--- src/rtl/mac_t_rgmii.sv ---
// Transmit MAC framer: pops a descriptor, then streams preamble/SFD, payload,
// zero padding, FCS and the inter-frame gap as an SDR byte/nibble stream.
module mac_t_rgmii #(
  parameter int MIN_LEN   = 60,
  parameter int IFG_BYTES = 12,
  parameter int PRE_BYTES = 7
) (
  input  logic        tx_clk,
  input  logic        rst_sys,
  input  logic        speed,
  input  logic        ptr_fifo_empty,
  output logic        ptr_fifo_rd,
  input  logic [15:0] ptr_fifo_dout,
  output logic        data_fifo_rd,
  input  logic [7:0]  data_fifo_dout,
  output logic [1:0]  tx_en_sdr,
  output logic [7:0]  tx_d_sdr,
  output logic        frame_sent,
  output logic        frame_dropped
);

  typedef enum logic [2:0] {IDLE, PTR, PRE, DATA, PAD, FCS, IFG, DROP} state_t;

  localparam logic [11:0] SFD_IDX   = 12'(PRE_BYTES);
  localparam logic [11:0] PAD_LAST  = 12'(MIN_LEN - 1);
  localparam logic [11:0] MIN_LEN_W = 12'(MIN_LEN);
  localparam logic [11:0] IFG_LAST  = 12'(IFG_BYTES - 1);

  state_t      state_reg, state_next;
  logic [11:0] cnt_reg, cnt_next;
  logic [11:0] len_reg;
  logic [11:0] len_last;
  logic        speed_reg;
  logic        phase_reg, phase_next;
  logic [7:0]  byte_reg;
  logic [31:0] crc_reg;
  logic [31:0] fcs;
  logic        slot_end;
  logic        slot_en;
  logic [7:0]  slot_byte;
  logic [3:0]  nib;
  logic [1:0]  en_next;
  logic [7:0]  d_next;
  logic        sent_next, dropped_next;
  logic        ptr_rd_c, data_rd_c;
  logic        crc_en;
  logic        unused_rsvd;

  assign unused_rsvd = ^ptr_fifo_dout[14:12];

  // Reflected 802.3 CRC-32, one byte per call
  function automatic logic [31:0] crc_upd(input logic [31:0] c, input logic [7:0] b);
    logic [31:0] r;
    r = c ^ {24'h0, b};
    for (int i = 0; i < 8; i++)
      r = r[0] ? ((r >> 1) ^ 32'hEDB88320) : (r >> 1);
    return r;
  endfunction

  // In MII mode a slot spans two clocks; phase_reg marks the high-nibble clock
  assign slot_end = speed_reg | phase_reg;
  assign len_last = len_reg - 12'd1;
  assign fcs      = ~crc_reg;

  always_comb begin
    state_next   = state_reg;
    cnt_next     = cnt_reg;
    ptr_rd_c     = 1'b0;
    data_rd_c    = 1'b0;
    slot_en      = 1'b0;
    slot_byte    = 8'h00;
    sent_next    = 1'b0;
    dropped_next = 1'b0;
    case (state_reg)
      IDLE: begin
        if (!ptr_fifo_empty) begin
          ptr_rd_c   = 1'b1;
          state_next = PTR;
        end
      end
      PTR: begin
        cnt_next = '0;
        if (ptr_fifo_dout[11:0] == 12'd0) begin
          dropped_next = 1'b1;
          state_next   = IDLE;
        end else if (ptr_fifo_dout[15]) begin
          state_next = DROP;
        end else begin
          state_next = PRE;
        end
      end
      PRE: begin
        slot_en   = 1'b1;
        slot_byte = (cnt_reg == SFD_IDX) ? 8'hD5 : 8'h55;
        if (slot_end) begin
          if (cnt_reg == SFD_IDX) begin
            data_rd_c  = 1'b1;
            cnt_next   = '0;
            state_next = DATA;
          end else begin
            cnt_next = cnt_reg + 12'd1;
          end
        end
      end
      DATA: begin
        slot_en   = 1'b1;
        slot_byte = phase_reg ? byte_reg : data_fifo_dout;
        if (slot_end) begin
          if (cnt_reg == len_last) begin
            // the byte count keeps running through PAD so padding ends at MIN_LEN
            if (len_reg < MIN_LEN_W) begin
              cnt_next   = cnt_reg + 12'd1;
              state_next = PAD;
            end else begin
              cnt_next   = '0;
              state_next = FCS;
            end
          end else begin
            data_rd_c = 1'b1;
            cnt_next  = cnt_reg + 12'd1;
          end
        end
      end
      PAD: begin
        slot_en = 1'b1;
        if (slot_end) begin
          if (cnt_reg == PAD_LAST) begin
            cnt_next   = '0;
            state_next = FCS;
          end else begin
            cnt_next = cnt_reg + 12'd1;
          end
        end
      end
      FCS: begin
        slot_en = 1'b1;
        case (cnt_reg[1:0])
          2'd0:    slot_byte = fcs[7:0];
          2'd1:    slot_byte = fcs[15:8];
          2'd2:    slot_byte = fcs[23:16];
          default: slot_byte = fcs[31:24];
        endcase
        if (slot_end) begin
          if (cnt_reg[1:0] == 2'd3) begin
            cnt_next   = '0;
            state_next = IFG;
          end else begin
            cnt_next = cnt_reg + 12'd1;
          end
        end
      end
      IFG: begin
        sent_next = (cnt_reg == 12'd0) && !phase_reg;
        if (slot_end) begin
          if (cnt_reg == IFG_LAST) begin
            cnt_next   = '0;
            state_next = IDLE;
          end else begin
            cnt_next = cnt_reg + 12'd1;
          end
        end
      end
      DROP: begin
        data_rd_c = 1'b1;
        if (cnt_reg == len_last) begin
          dropped_next = 1'b1;
          cnt_next     = '0;
          state_next   = IDLE;
        end else begin
          cnt_next = cnt_reg + 12'd1;
        end
      end
      default: state_next = IDLE;
    endcase
  end

  always_comb begin
    phase_next = 1'b0;
    if (state_reg inside {PRE, DATA, PAD, FCS, IFG})
      phase_next = !speed_reg && !phase_reg;
    nib     = phase_reg ? slot_byte[7:4] : slot_byte[3:0];
    en_next = {2{slot_en}};
    d_next  = 8'h00;
    if (slot_en)
      d_next = speed_reg ? slot_byte : {nib, nib};
  end

  assign crc_en       = (state_reg == DATA || state_reg == PAD) && !phase_reg;
  assign ptr_fifo_rd  = ptr_rd_c & ~rst_sys;
  assign data_fifo_rd = data_rd_c & ~rst_sys;

  always_ff @(posedge tx_clk or posedge rst_sys) begin
    if (rst_sys) begin
      state_reg     <= IDLE;
      cnt_reg       <= '0;
      len_reg       <= '0;
      speed_reg     <= 1'b0;
      phase_reg     <= 1'b0;
      byte_reg      <= '0;
      crc_reg       <= '1;
      tx_en_sdr     <= '0;
      tx_d_sdr      <= '0;
      frame_sent    <= 1'b0;
      frame_dropped <= 1'b0;
    end else begin
      state_reg     <= state_next;
      cnt_reg       <= cnt_next;
      phase_reg     <= phase_next;
      tx_en_sdr     <= en_next;
      tx_d_sdr      <= d_next;
      frame_sent    <= sent_next;
      frame_dropped <= dropped_next;
      if (state_reg == IDLE)
        speed_reg <= speed;
      if (state_reg == PTR) begin
        len_reg <= ptr_fifo_dout[11:0];
        crc_reg <= '1;
      end
      if (state_reg == DATA && !phase_reg)
        byte_reg <= data_fifo_dout;
      if (crc_en)
        crc_reg <= crc_upd(crc_reg, slot_byte);
    end
  end

endmodule
--- config.mk ---
export PLATFORM = sky130hd
export DESIGN_NAME = mac_t_rgmii
export DESIGN_NICKNAME = d
export VERILOG_FILES = /design/src/rtl/mac_t_rgmii.sv
export SDC_FILE = /design/constraint.sdc
export NUM_CORES = 1
export LEC_CHECK = 0
export CORE_MARGIN = 1.5
export CORE_UTILIZATION = 45
export CTS_BUF_LIST = sky130_fd_sc_hd__clkbuf_16
export DETAILED_ROUTE_END_ITERATION = 6
export HOLD_SLACK_MARGIN = 0.06
export MAX_ROUTING_LAYER = met4
export PLACE_DENSITY_LB_ADDON = 0.2
export SLEW_MARGIN = 25
export SYNTH_ARGS = -nofsm -noshare
export SYNTH_HDL_FRONTEND = slang
export SYNTH_SLANG_ARGS = --single-unit
--- constraint.sdc ---
create_clock -name tx_clk -period 2.9 [get_ports tx_clk]
set_input_delay 0.58 -clock tx_clk [delete_from_list [all_inputs] [get_ports tx_clk]]
set_output_delay 0.58 -clock tx_clk [all_outputs]
set_load 0.02 [all_outputs]
==> run summary <==
The implementation run finished. Counting flops with an async set or reset pin after synthesis yields a share of 1.000. In the synthesized netlist the dominant register cell turns out to be dfrtp_1. Data arrival time of the critical path landed at 2.75 ns.

The detailed placer reported the number of placed instances as 785. For reference, the critical path cell chain is buf_4 -> inv_2 -> ha_2 -> nor3b_4 -> buf_6 -> and3_4 -> a211o_1 -> a32oi_2 -> a211oi_2 -> mux2i_1 -> nand3_1 -> a21oi_1 -> buf_2. After the last flow step, the layout net total stands at 704. Number of cell rows landed at 39. After legalization and detailed placement, the total HPWL measured 10.11 mm. The number of clock sinks came to about 80. Proportion of layout cells with a drive suffix above 1 landed at 0.3497. For this run, the top clock speed supported by timing is 300.7 MHz. Across the routed clock network, the largest skew measured is 0.009771 ns.

Each instance of the synthesized netlist takes up on average 9.482 sq um. The critical path in this run is classified as register to primary output. Total nets after synthesis landed at 585. Critical path data required time landed at about 2.3 ns. Design internal power landed at 0.006531 W. The floorplan report gives the top-level pin count as 42. Yosys stat cell total landed at 548. Count of clock buffers in the final design landed at 9.

Setup repair after global routing could not meet its margin everywhere. On the worst path, the slowest cell contributes a delay of ~0.37 ns. The number of antenna diodes in the final layout is 0. Per the STA report, the cell with the highest stage delay on the worst path is dfrtp_1. The final reports fail on negative setup slack. CTS placed an instance of clkbuf_16 at the clock tree root.

Clock slew at the register clock pins of the worst setup and hold paths landed at 0.06 ns. The synthesized netlist contains ~63 unique library cells. Post-route period utilization is reported as 1.147. Remaining antenna violation count after routing landed at 0. Share of the final layout cell area in multi-input gates landed at 0.4637. Total iterations of the first detailed-routing run landed at 5. The power report puts the leakage power at around 2.9 nW.

The library cell used most frequently in the layout, excluding fill and tap cells, is buf_4. Number of DRC markers in iteration 0 landed at 240. Warnings reported by Yosys during synthesis add up to 0. During placement, the flow inserted port buffers numbering 38.

After routing the design area is about 7000 sq um. Clock insertion delay at the later pin of the skew report landed at 0.34 ns. Setup TNS landed at -0.4253 ns.

Number of fillers in the final layout landed at 910. The detailed router reported a total wirelength of 14.47 mm. Total setup violations reported at the end of the flow landed at 1. In this run the cell area measured after placement is 6315 sq um. At the pin with the least slew margin, the transition time is 0.6210 ns. Level count of the clock H-tree landed at 3. The flow ran to the end, but the final reports show violations. Via count of the first global-routing pass landed at ~4600. Core utilization before placement landed at 0.4590. Layout inverter count without the clock tree landed at 17. Tap insertion was completed with between 100 and 150 tapcells. Note that the worst hold path type here is register to register. Post-layout instance count excluding filler cells landed at 815. Pre-CTS setup slack landed at -0.5390 ns. On the critical path the largest part of the delay comes from AND-OR/OR-AND gates. Setup slack on the critical path of the routed design comes to -0.4253 ns. Number of vias per cell landed at 5.584. Total number of multi-input combinational cells landed at roughly 420.

Subtracting the final worst setup slack from the clock period gives 3.325 ns.
-- cell usage after synthesis, drive strengths merged, types with 3 or more instances --
cell / n / area (sq um)
dfrtp: 48 / 1201
inv: 17 / 63.81
o22ai: 4 / 31.28
or2: 5 / 31.28
xnor2: 59 / 546.8
ha: 9 / 112.6
buf: 12 / 63.80
nand2b: 5 / 31.28
nand3: 11 / 55.05
nor3: 42 / 210.2
nand2: 29 / 108.9
nor4: 7 / 43.79
o21a: 3 / 22.52
a21o: 4 / 30.03
nor2: 33 / 123.9
o41ai: 5 / 43.79
a21oi: 47 / 235.2
clkbuf: 20 / 76.32
xor2: 19 / 173.9
dfstp: 32 / 840.8
mux2i: 9 / 90.09
a211oi: 4 / 35.03
a2111oi: 3 / 26.28
nand3b: 4 / 30.03
and3: 5 / 31.28
a31oi: 4 / 25.02
nor3b: 5 / 37.54
or3: 4 / 25.02
a22o: 5 / 43.79
o21ai: 17 / 85.08
nand4: 3 / 18.77
nor2b: 19 / 118.9
mux2: 25 / 281.5
-- worst paths after layout --
check / startpoint / end / slack, ns / cells past startpoint
max in group asynchronous: rst_sys / crc_reg[21]$_DFFE_PP1P_ / 1.50 / 3
max: len_reg[0]$_DFFE_PP0P_ / data_fifo_rd / -0.43 / 13
min in group asynchronous: rst_sys / phase_reg$_DFF_PP0_ / 0.69 / 2
min reg2reg: byte_reg[1]$_DFFE_PP0P_ / byte_reg[1]$_DFFE_PP0P_ / 0.51 / 1
min: byte_reg[1]$_DFFE_PP0P_ / byte_reg[1]$_DFFE_PP0P_ / 0.51 / 1
max reg2reg: len_reg[0]$_DFFE_PP0P_ / cnt_reg[7]$_DFFE_PP0P_ / 0.05 / 14
-- power groups by stage --
| stage | logic, W | registers, W | clock network (W) |
|---|---|---|---|
| 2_1_floorplan | 0.00468 | 0.00204 | 0 |
| 3_3_place_gp | 0.00670 | 0.00210 | 0 |
| 3_5_place_dp | 0.00681 | 0.00212 | 0 |
| 4_1_cts | 0.00709 | 0.00210 | 0.00123 |
| 5_1_grt | 0.00844 | 0.00219 | 0.00128 |
| 6_report | 0.00786 | 0.00213 | 0.00121 |
-- timing repair --
action / 4_1_cts / 5_1_grt
gates cloned: 0 / 0
pin swaps: 12 / 26
resized: 23 / 59
setup endpoints to repair: 30 / 42
setup buffers: 7 / 7
-- per-layer routing --
| metal | wire length [microns] | GRT usage |
|---|---|---|
| met1 | 6662 | 0.3302 |
| met2 | 6971 | 0.3823 |
| met3 | 690 | 0.04555 |
| met4 | 147 | 0.07607 |
| met5 | 0 | - |
-- worst register-to-register path, stage by stage (launching register included) --
cell	delay [ns]
dfrtp_1	0.39
buf_4	0.15
inv_2	0.05
ha_2	0.19
nor3b_4	0.21
buf_4	0.15
nand2b_1	0.08
xnor2_1	0.20
nand4_1	0.16
a211oi_2	0.33
buf_4	0.20
a31oi_4	0.09
buf_6	0.15
a21o_1	0.18
a22o_1	0.21
-- cell families after synthesis --
kind of cell	share of synthesized area
flip-flops	0.3930
XOR/XNOR	0.1522
multiplexers	0.07152
buffers and inverters	0.03925
AND/OR/NAND/NOR	0.1746
adder cells (fa/ha/maj)	0.02167
AND-OR/OR-AND	0.1478
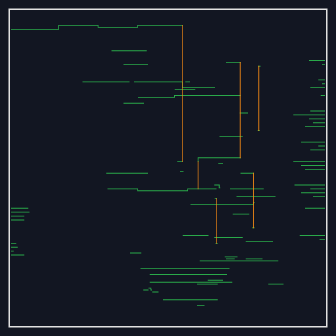
Figure 1: signal wires by layer.
Only two layers are drawn.
orange -> M4  # wire length 148 microns
green -> M3  # wire length 691 microns
post-detailed-route wirelength per cell: 17.76 microns
global routing usage summed across all routing layers: 0.2467
total number of vias: 4551

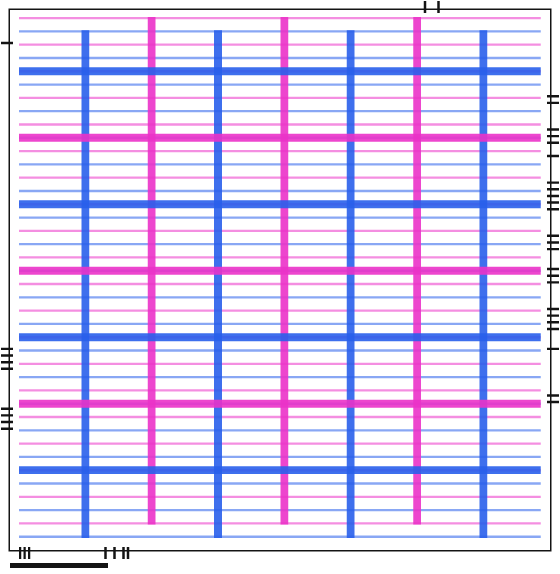
Figure 2: floorplan with the power grid.
Scale bar: 20 microns. Pins as bars on the die edge.
magenta -> VDD
blue -> VSS
rows = 39
met5 straps = 7
met1 rails = 40
signal pins = 42
Core Box Area: 11320 sq um
DIE WIDTH: 110.5 microns
worst-case vdd ir drop: 857.5 uV
die boundary height: 110.5 microns

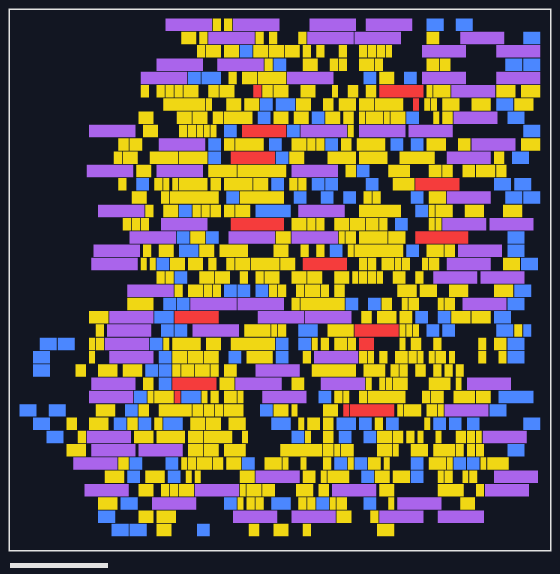
Figure 3: cells coloured by class.
Scale bar: 20 microns.
purple -> registers  # cells 80
yellow -> remaining logic cells  # cells 436
red -> clock drivers and dummy loads  # cells 16
blue -> remaining buffers and delay cells  # cells 140

No activity file was given, so power comes from the tool's default toggle rates.
